`config.mk`:
```
export PLATFORM = sky130hd
export DESIGN_NAME = mix_fadd
export DESIGN_NICKNAME = d
export VERILOG_FILES = /design/src/rtl/mix_fadd.sv
export SDC_FILE = /design/constraint.sdc
export NUM_CORES = 1
export LEC_CHECK = 0
export ABC_AREA = 1
export CORE_MARGIN = 2
export CORE_UTILIZATION = 45
export CTS_BUF_LIST = sky130_fd_sc_hd__clkbuf_8
export CTS_CLUSTER_DIAMETER = 120
export DETAILED_ROUTE_END_ITERATION = 8
export PLACE_DENSITY_LB_ADDON = 0.3
export RECOVER_POWER = 50
export SLEW_MARGIN = 20
export SYNTH_ARGS = -nofsm -noshare
export SYNTH_HDL_FRONTEND = slang
export SYNTH_SLANG_ARGS = --single-unit
```
`constraint.sdc`:
```
create_clock -name clk -period 9.8 [get_ports clk]
set_clock_uncertainty 0.2 [all_clocks]
set_input_delay 1.47 -clock clk [delete_from_list [all_inputs] [get_ports clk]]
set_output_delay 1.47 -clock clk [all_outputs]
set_load 0.1 [all_outputs]
```
`src/rtl/mix_fadd.sv`:
```
// rtl/mix_fadd.sv - MIX FADD/FSUB multi-cycle adder; MIX_FADD_ROUND_EN enables round-half-up
module mix_fadd (
    input  logic        clk,
    input  logic        reset,
    input  logic        start,
    input  logic        sub,
    input  logic [30:0] in1,
    input  logic [30:0] in2,
    output logic [30:0] result,
    output logic        done,
    output logic        busy,
    output logic        overflow
);

    typedef enum logic [2:0] {
        S_IDLE,
        S_ALIGN,
        S_ADD,
        S_NORM,
        S_ROUND,
        S_FINISH
    } state_t;

    state_t state_q, state_d;

    // Captured operands (v sign already folded with sub)
    logic        su_q, su_d, sv_q, sv_d, s1_q, s1_d;
    logic [5:0]  eu_q, eu_d, ev_q, ev_d;
    logic [23:0] fu_q, fu_d, fv_q, fv_d;

    // Aligned magnitudes: {byte1..byte6, sticky}
    logic [36:0] a_q, a_d, b_q, b_d;
    logic        sa_q, sa_d, sb_q, sb_d;

    // Working value: {carry, byte1..byte6, sticky}
    logic [37:0]       w_q, w_d;
    logic              sign_q, sign_d;
    logic signed [7:0] exp_q, exp_d;
    logic [2:0]        nshift_q, nshift_d;

    logic [30:0] result_q, result_d;
    logic        done_q, done_d, busy_q, busy_d, ovf_q, ovf_d;

    // Alignment network signals
    logic        swap;
    logic [5:0]  el, es;
    logic [23:0] fl, fs;
    logic        sl, ss;
    logic [6:0]  ediff;
    logic [5:0]  shamt;
    logic [71:0] sh;
    logic [35:0] fs_sh;
    logic        fs_st;

`ifdef MIX_FADD_ROUND_EN
    logic [24:0] rnd;
`endif

    assign result   = result_q;
    assign done     = done_q;
    assign busy     = busy_q;
    assign overflow = ovf_q;

    // Order operands by exponent (a zero fraction never wins) and shift the smaller one
    always_comb begin
        swap  = (fu_q == 24'd0) || ((fv_q != 24'd0) && (ev_q > eu_q));
        el    = swap ? ev_q : eu_q;
        es    = swap ? eu_q : ev_q;
        fl    = swap ? fv_q : fu_q;
        fs    = swap ? fu_q : fv_q;
        sl    = swap ? sv_q : su_q;
        ss    = swap ? su_q : sv_q;
        ediff = {1'b0, el} - {1'b0, es};
        shamt = {1'b0, ediff[2:0], 2'b00} + {2'b00, ediff[2:0], 1'b0};
        sh    = '0;
        fs_sh = '0;
        fs_st = 1'b0;
        if (fs != 24'd0) begin
            if (ediff >= 7'd6) begin
                fs_st = 1'b1;
            end else begin
                sh    = {fs, 48'd0} >> shamt;
                fs_sh = sh[71:36];
                fs_st = |sh[35:0];
            end
        end
    end

    // FSM state register
    always_ff @(posedge clk or posedge reset) begin
        if (reset) state_q <= S_IDLE;
        else       state_q <= state_d;
    end

    // Next state and datapath next values
    always_comb begin
        state_d  = state_q;
        su_d     = su_q;
        sv_d     = sv_q;
        s1_d     = s1_q;
        eu_d     = eu_q;
        ev_d     = ev_q;
        fu_d     = fu_q;
        fv_d     = fv_q;
        a_d      = a_q;
        b_d      = b_q;
        sa_d     = sa_q;
        sb_d     = sb_q;
        w_d      = w_q;
        sign_d   = sign_q;
        exp_d    = exp_q;
        nshift_d = nshift_q;
        result_d = result_q;
        done_d   = 1'b0;
        busy_d   = busy_q;
        ovf_d    = ovf_q;
`ifdef MIX_FADD_ROUND_EN
        rnd      = {1'b0, w_q[36:13]} + 25'd1;
`endif
        case (state_q)
            S_IDLE: begin
                if (start) begin
                    su_d     = in1[30];
                    eu_d     = in1[29:24];
                    fu_d     = in1[23:0];
                    sv_d     = in2[30] ^ sub;
                    ev_d     = in2[29:24];
                    fv_d     = in2[23:0];
                    s1_d     = in1[30];
                    nshift_d = 3'd0;
                    busy_d   = 1'b1;
                    state_d  = S_ALIGN;
                end
            end
            S_ALIGN: begin
                a_d     = {fl, 12'd0, 1'b0};
                b_d     = {fs_sh, fs_st};
                sa_d    = sl;
                sb_d    = ss;
                exp_d   = {2'b00, el};
                state_d = S_ADD;
            end
            S_ADD: begin
                if (sa_q == sb_q) begin
                    w_d    = {1'b0, a_q} + {1'b0, b_q};
                    sign_d = sa_q;
                end else if (a_q >= b_q) begin
                    w_d    = {1'b0, a_q - b_q};
                    sign_d = sa_q;
                end else begin
                    w_d    = {1'b0, b_q - a_q};
                    sign_d = sb_q;
                end
                state_d = S_NORM;
            end
            S_NORM: begin
                if (w_q == 38'd0) begin
                    exp_d   = 8'sd0;
                    sign_d  = s1_q;
                    state_d = S_FINISH;
                end else if (w_q[37]) begin
                    w_d     = {6'd0, w_q[37:7], |w_q[6:0]};
                    exp_d   = exp_q + 8'sd1;
`ifdef MIX_FADD_ROUND_EN
                    state_d = S_ROUND;
`else
                    state_d = S_FINISH;
`endif
                end else if ((w_q[36:31] == 6'd0) && (nshift_q != 3'd5)) begin
                    w_d      = {1'b0, w_q[30:1], 6'd0, w_q[0]};
                    exp_d    = exp_q - 8'sd1;
                    nshift_d = nshift_q + 3'd1;
                end else begin
`ifdef MIX_FADD_ROUND_EN
                    state_d = S_ROUND;
`else
                    state_d = S_FINISH;
`endif
                end
            end
`ifdef MIX_FADD_ROUND_EN
            S_ROUND: begin
                if (w_q[12]) begin
                    if (rnd[24]) begin
                        w_d   = {1'b0, 24'o01000000, 13'd0};
                        exp_d = exp_q + 8'sd1;
                    end else begin
                        w_d   = {1'b0, rnd[23:0], 13'd0};
                    end
                end
                state_d = S_FINISH;
            end
`endif
            S_FINISH: begin
                done_d  = 1'b1;
                busy_d  = 1'b0;
                state_d = S_IDLE;
                if (exp_q > 8'sd63) begin
                    ovf_d    = 1'b1;
                    result_d = {sign_q, exp_q[5:0], w_q[36:13]};
                end else if (exp_q < 8'sd0) begin
                    ovf_d    = 1'b1;
                    result_d = {sign_q, 30'd0};
                end else begin
                    ovf_d    = 1'b0;
                    if (w_q[36:13] == 24'd0) result_d = {sign_q, 30'd0};
                    else                     result_d = {sign_q, exp_q[5:0], w_q[36:13]};
                end
            end
            default: state_d = S_IDLE;
        endcase
    end

    // Datapath and output registers
    always_ff @(posedge clk or posedge reset) begin
        if (reset) begin
            su_q     <= 1'b0;
            sv_q     <= 1'b0;
            s1_q     <= 1'b0;
            eu_q     <= '0;
            ev_q     <= '0;
            fu_q     <= '0;
            fv_q     <= '0;
            a_q      <= '0;
            b_q      <= '0;
            sa_q     <= 1'b0;
            sb_q     <= 1'b0;
            w_q      <= '0;
            sign_q   <= 1'b0;
            exp_q    <= '0;
            nshift_q <= '0;
            result_q <= '0;
            done_q   <= 1'b0;
            busy_q   <= 1'b0;
            ovf_q    <= 1'b0;
        end else begin
            su_q     <= su_d;
            sv_q     <= sv_d;
            s1_q     <= s1_d;
            eu_q     <= eu_d;
            ev_q     <= ev_d;
            fu_q     <= fu_d;
            fv_q     <= fv_d;
            a_q      <= a_d;
            b_q      <= b_d;
            sa_q     <= sa_d;
            sb_q     <= sb_d;
            w_q      <= w_d;
            sign_q   <= sign_d;
            exp_q    <= exp_d;
            nshift_q <= nshift_d;
            result_q <= result_d;
            done_q   <= done_d;
            busy_q   <= busy_d;
            ovf_q    <= ovf_d;
        end
    end

endmodule

```
==> run summary <==
Update from the flow run.

The worst hold endpoint is busy. The number of global-route vias before repair is 15512. In this run the vertical extent of the chip is 195 microns. Per Yosys stat, the portion of area used by sequential elements is 32.4%. After layout, the inverter instance count without clock inverters stands at 302.

The root cell of the clock tree is sky130_fd_sc_hd__clkbuf_8. The number of warnings reported in the stage logs is 80. The sequential cell count of the final layout is 212. The post-route worst hold slack is 0.278 ns.

The startpoint of the most critical setup path is reset. Routing resource usage on met1 recorded by global route was 38.4%. By area, the class that comes first in the final layout consists of multi-input combinational cells. The skew report gives the latency at the later pin of the worst-skew pair as 0.57 ns. Per the detail_route report, routed wire per instance is 18.7 microns. The DRC violation total after the first TritonRoute iteration is 1363.

The sequential cells in the finished layout cover a total of 0.00531 sq mm. Global routing consumed, over all layers together, 28.2% of the routing resources. The cell family with the largest share of critical-path delay is buffers and inverters. The time the worst path needs with I/O delays and setup is 6.92 ns. The total die size is 0.0379 sq mm.

The final reports fail on max-capacitance violations, max-slew violations. The smallest setup slack after layout is 2.88 ns.

STA classifies the critical path endpoint as an async pin. The final number of hold-violating endpoints is 0. Looking at the reg2reg group, the worst path starts from eu_q[2]. The compound-cell area share of the yosys netlist is 20.5%. In this run the number of H-tree levels came out at 2.

The logic share of the area is 51.4%. The commonest cells after synthesis are sky130_fd_sc_hd__nand2_1 (563), sky130_fd_sc_hd__inv_1 (295), sky130_fd_sc_hd__o21ai_0 (248). STA reports the tightest min-delay check as being of type flip-flop to flip-flop.

The final weighted congestion of routability-driven global placement is 0.944. The number of instances in the synthesized netlist is 2369.

The number of setup buffers added after CTS is 0. Measured along the x axis, the die boundary spans 195 microns. Traced cell by cell, the critical path runs through dlygate4sd3_1, clkinvlp_2, clkbuf_1. The half-perimeter wire length after detailed placement is 42600 microns. The growth of design area from synthesis to finish is 11.8%. The largest fanout on the critical path is 87. Looking at the global route congestion table, the highest-usage layer is met2.

The number of unique standard cell types used by synthesis is 57. The critical path contains buffers and inverters numbering 3 combined. The total routed wirelength is 54100 microns. The clock tree from TritonCTS is built.

For this run, the slowest stage of the critical path takes 2.42 ns. The met3 wirelength from detailed routing is 3090 microns. The run reported a max-capacitance violation count of 5. The maximum clock rate is 0.144 GHz. The synthesized-area fraction occupied by xor and xnor cells is 2.83%. The share of synthesized cell area in and, or, nand and nor gates is 26.5%.

The final total negative setup slack is 0 ns. For met3 alone, demand over resource in global routing was 3.83%. Entering global routing, the biggest net connects 122 pins.

Setup repair after global routing left no endpoint under its margin. The placed cell count is 2830. Nets still carrying antenna violations after routing amount to 0. The worst relative slew slack is -162%. After synthesis the cells add up to 0.0164 sq mm. The endpoint of the worst-slack reg-to-reg timing path is b_q[0].

For this block, wires on met1 add up to 24200 microns. The flow ran to the end, but the final reports show violations. The worst-case reg-to-reg setup slack stands at 3.61 ns. Global routing used 45.7% of the available met2 tracks. The depth of the most critical reg-to-reg path is 32. The setup path with the least slack is of type input pin to async pin.

The detailed route wirelength on metal2 is 24900 microns. The first global-routing pass estimated 84800 microns of wire. Data on the critical path is required at its endpoint by 9.54 ns. The number of nets in the synthesized netlist is 2531. Ranking logic cells in the layout by count gives the top entries sky130_fd_sc_hd__nand2_1 (563), sky130_fd_sc_hd__inv_1 (302), sky130_fd_sc_hd__o21ai_0 (248). The count of TritonRoute iterations in the first routing pass is 7. The biggest area consumer among synthesized cells is sky130_fd_sc_hd__dfrtp_1.

For reference, the final report shows the max-slew violation count at 355. The instance count on the critical path is 3. For the pin with the worst max-slew slack, the measured transition is 3.93 ns.

The buffer count excluding the clock tree in the final layout is 114. In this run the top signal layer used is met4. The clock tree buffer depth is 3. Per the layout area report, the combinational gate area comes to 0.00941 sq mm. Of the post-synthesis cell area, the dominant cell type holds 32.4%.

Among logic cells in the layout, the one with the most instances is sky130_fd_sc_hd__nand2_1. The main combinational cell family by area after synthesis is simple AND/OR/NAND/NOR gates.

The synthesized-area fraction occupied by adder cells is 7.56%. From the final report, the count of setup violators was given as 0. The count of multi-input gates is 1741.

The detailed-route vias per instance is 5.65. According to the Yosys statistics, the synthesized design has a chip area of 0.0164 sq mm. In the post-synthesis netlist, the cell with the most instances is sky130_fd_sc_hd__nand2_1. Summing all multiplexer cells gives an area fraction of 0%. The synthesized area per cell is 6.91 sq um. 0 antenna diodes ended up in the layout. The synthesized design contains 0 enable-type register cells.

The report gives the cell count of the worst hold path as 2. Yosys attributes the largest share of cell area to sky130_fd_sc_hd__dfrtp_1 (32%), sky130_fd_sc_hd__nand2_1 (13%), sky130_fd_sc_hd__o21ai_0 (7.6%), sky130_fd_sc_hd__ha_1 (7.0%), sky130_fd_sc_hd__inv_1 (6.8%). The non-filler instance count after layout is 2895. The standard cell area after detailed placement is 0.0175 sq mm. The largest individual stage delay along the critical path comes from the cell sky130_fd_sc_hd__clkbuf_1. The pre-CTS setup slack is 3.47 ns. During tapcell insertion the tool placed 461 well taps.

The end point of the critical path is ev_q[3]. The via total after detailed routing is 16348. In the final layout, the share of cells above drive strength 1 is 5.22%. The post-CTS clock slew at the launch and capture registers of the worst setup and hold paths is 0.06 ns.

In the final layout, the fill cell count is 3668. The number of clock sinks seen by CTS is 212. Counting the clock-network buffers in the layout gives 48. Buffers inserted during clock tree synthesis total 37. Buffers outside the clock tree occupy 5.93% of the routed design's cell area. The register with the most flip-flops in the layout has 38 of them.

At the worst endpoint, the arrival time is 6.66 ns. The dominant synthesized flop cell is sky130_fd_sc_hd__dfrtp_1. The warning count from the yosys run is 0. The synth_stat.txt file lists the number of cells as 2369. The DRC violation total left in the routed layout is recorded as 0.
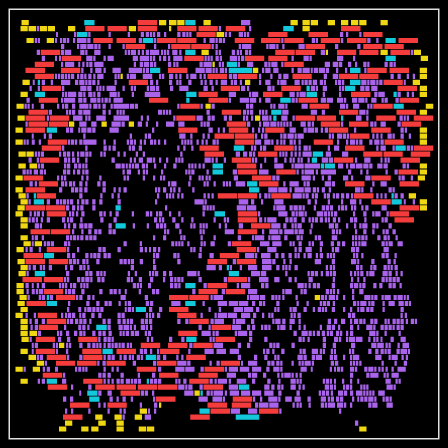
(placed cells, one color a class)
Key: purple = remaining logic cells [cells 2043, share of their area 59%]; red = sequential cells [cells 212, share of their area 30%]; yellow = remaining buffers and delay cells [cells 114, share of their area 6.1%]; cyan = clock drivers and dummy loads [cells 65, share of their area 4.5%]
floorplan core area: 0.0357 sq mm
fraction of area in registers: 29.0%
site row count: 69
final instance area: 0.0183 sq mm
core occupancy in the finished layout: 51.2%

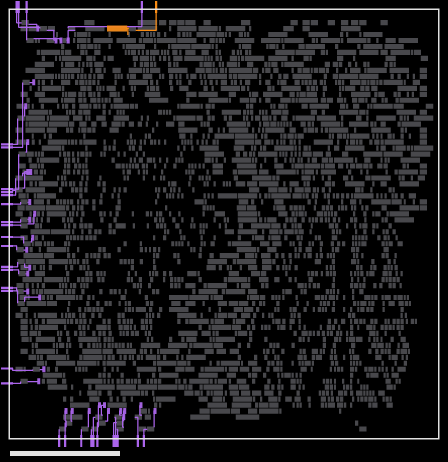
(I/O nets highlighted)
The bar under the picture is 50 microns long.
Key: purple = in1 [bits 31, direction input, end cells 31, buffers 31, wire 460 microns]; orange = busy [bits 1, direction output, end cells 1, buffers 1, wire 22.6 microns]
port bufs: 99
count of pins on the block boundary: 100

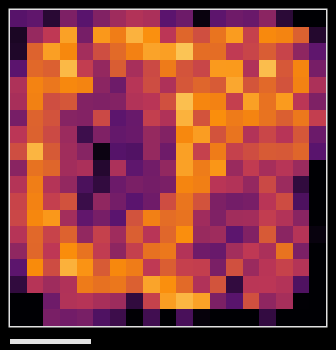
(cell density map)
The bar under the picture is 50 microns long. The die is cut into 19 by 19 equal tiles; black is low, pale yellow is high, 0 to 100% covered.
The fullest tile reaches 87%. The densest ninth of the die: top center. The mean over all tiles is 47%. The emptiest ninth of the die: lower right.
initial standard-cell utilization of the core: 45.8%

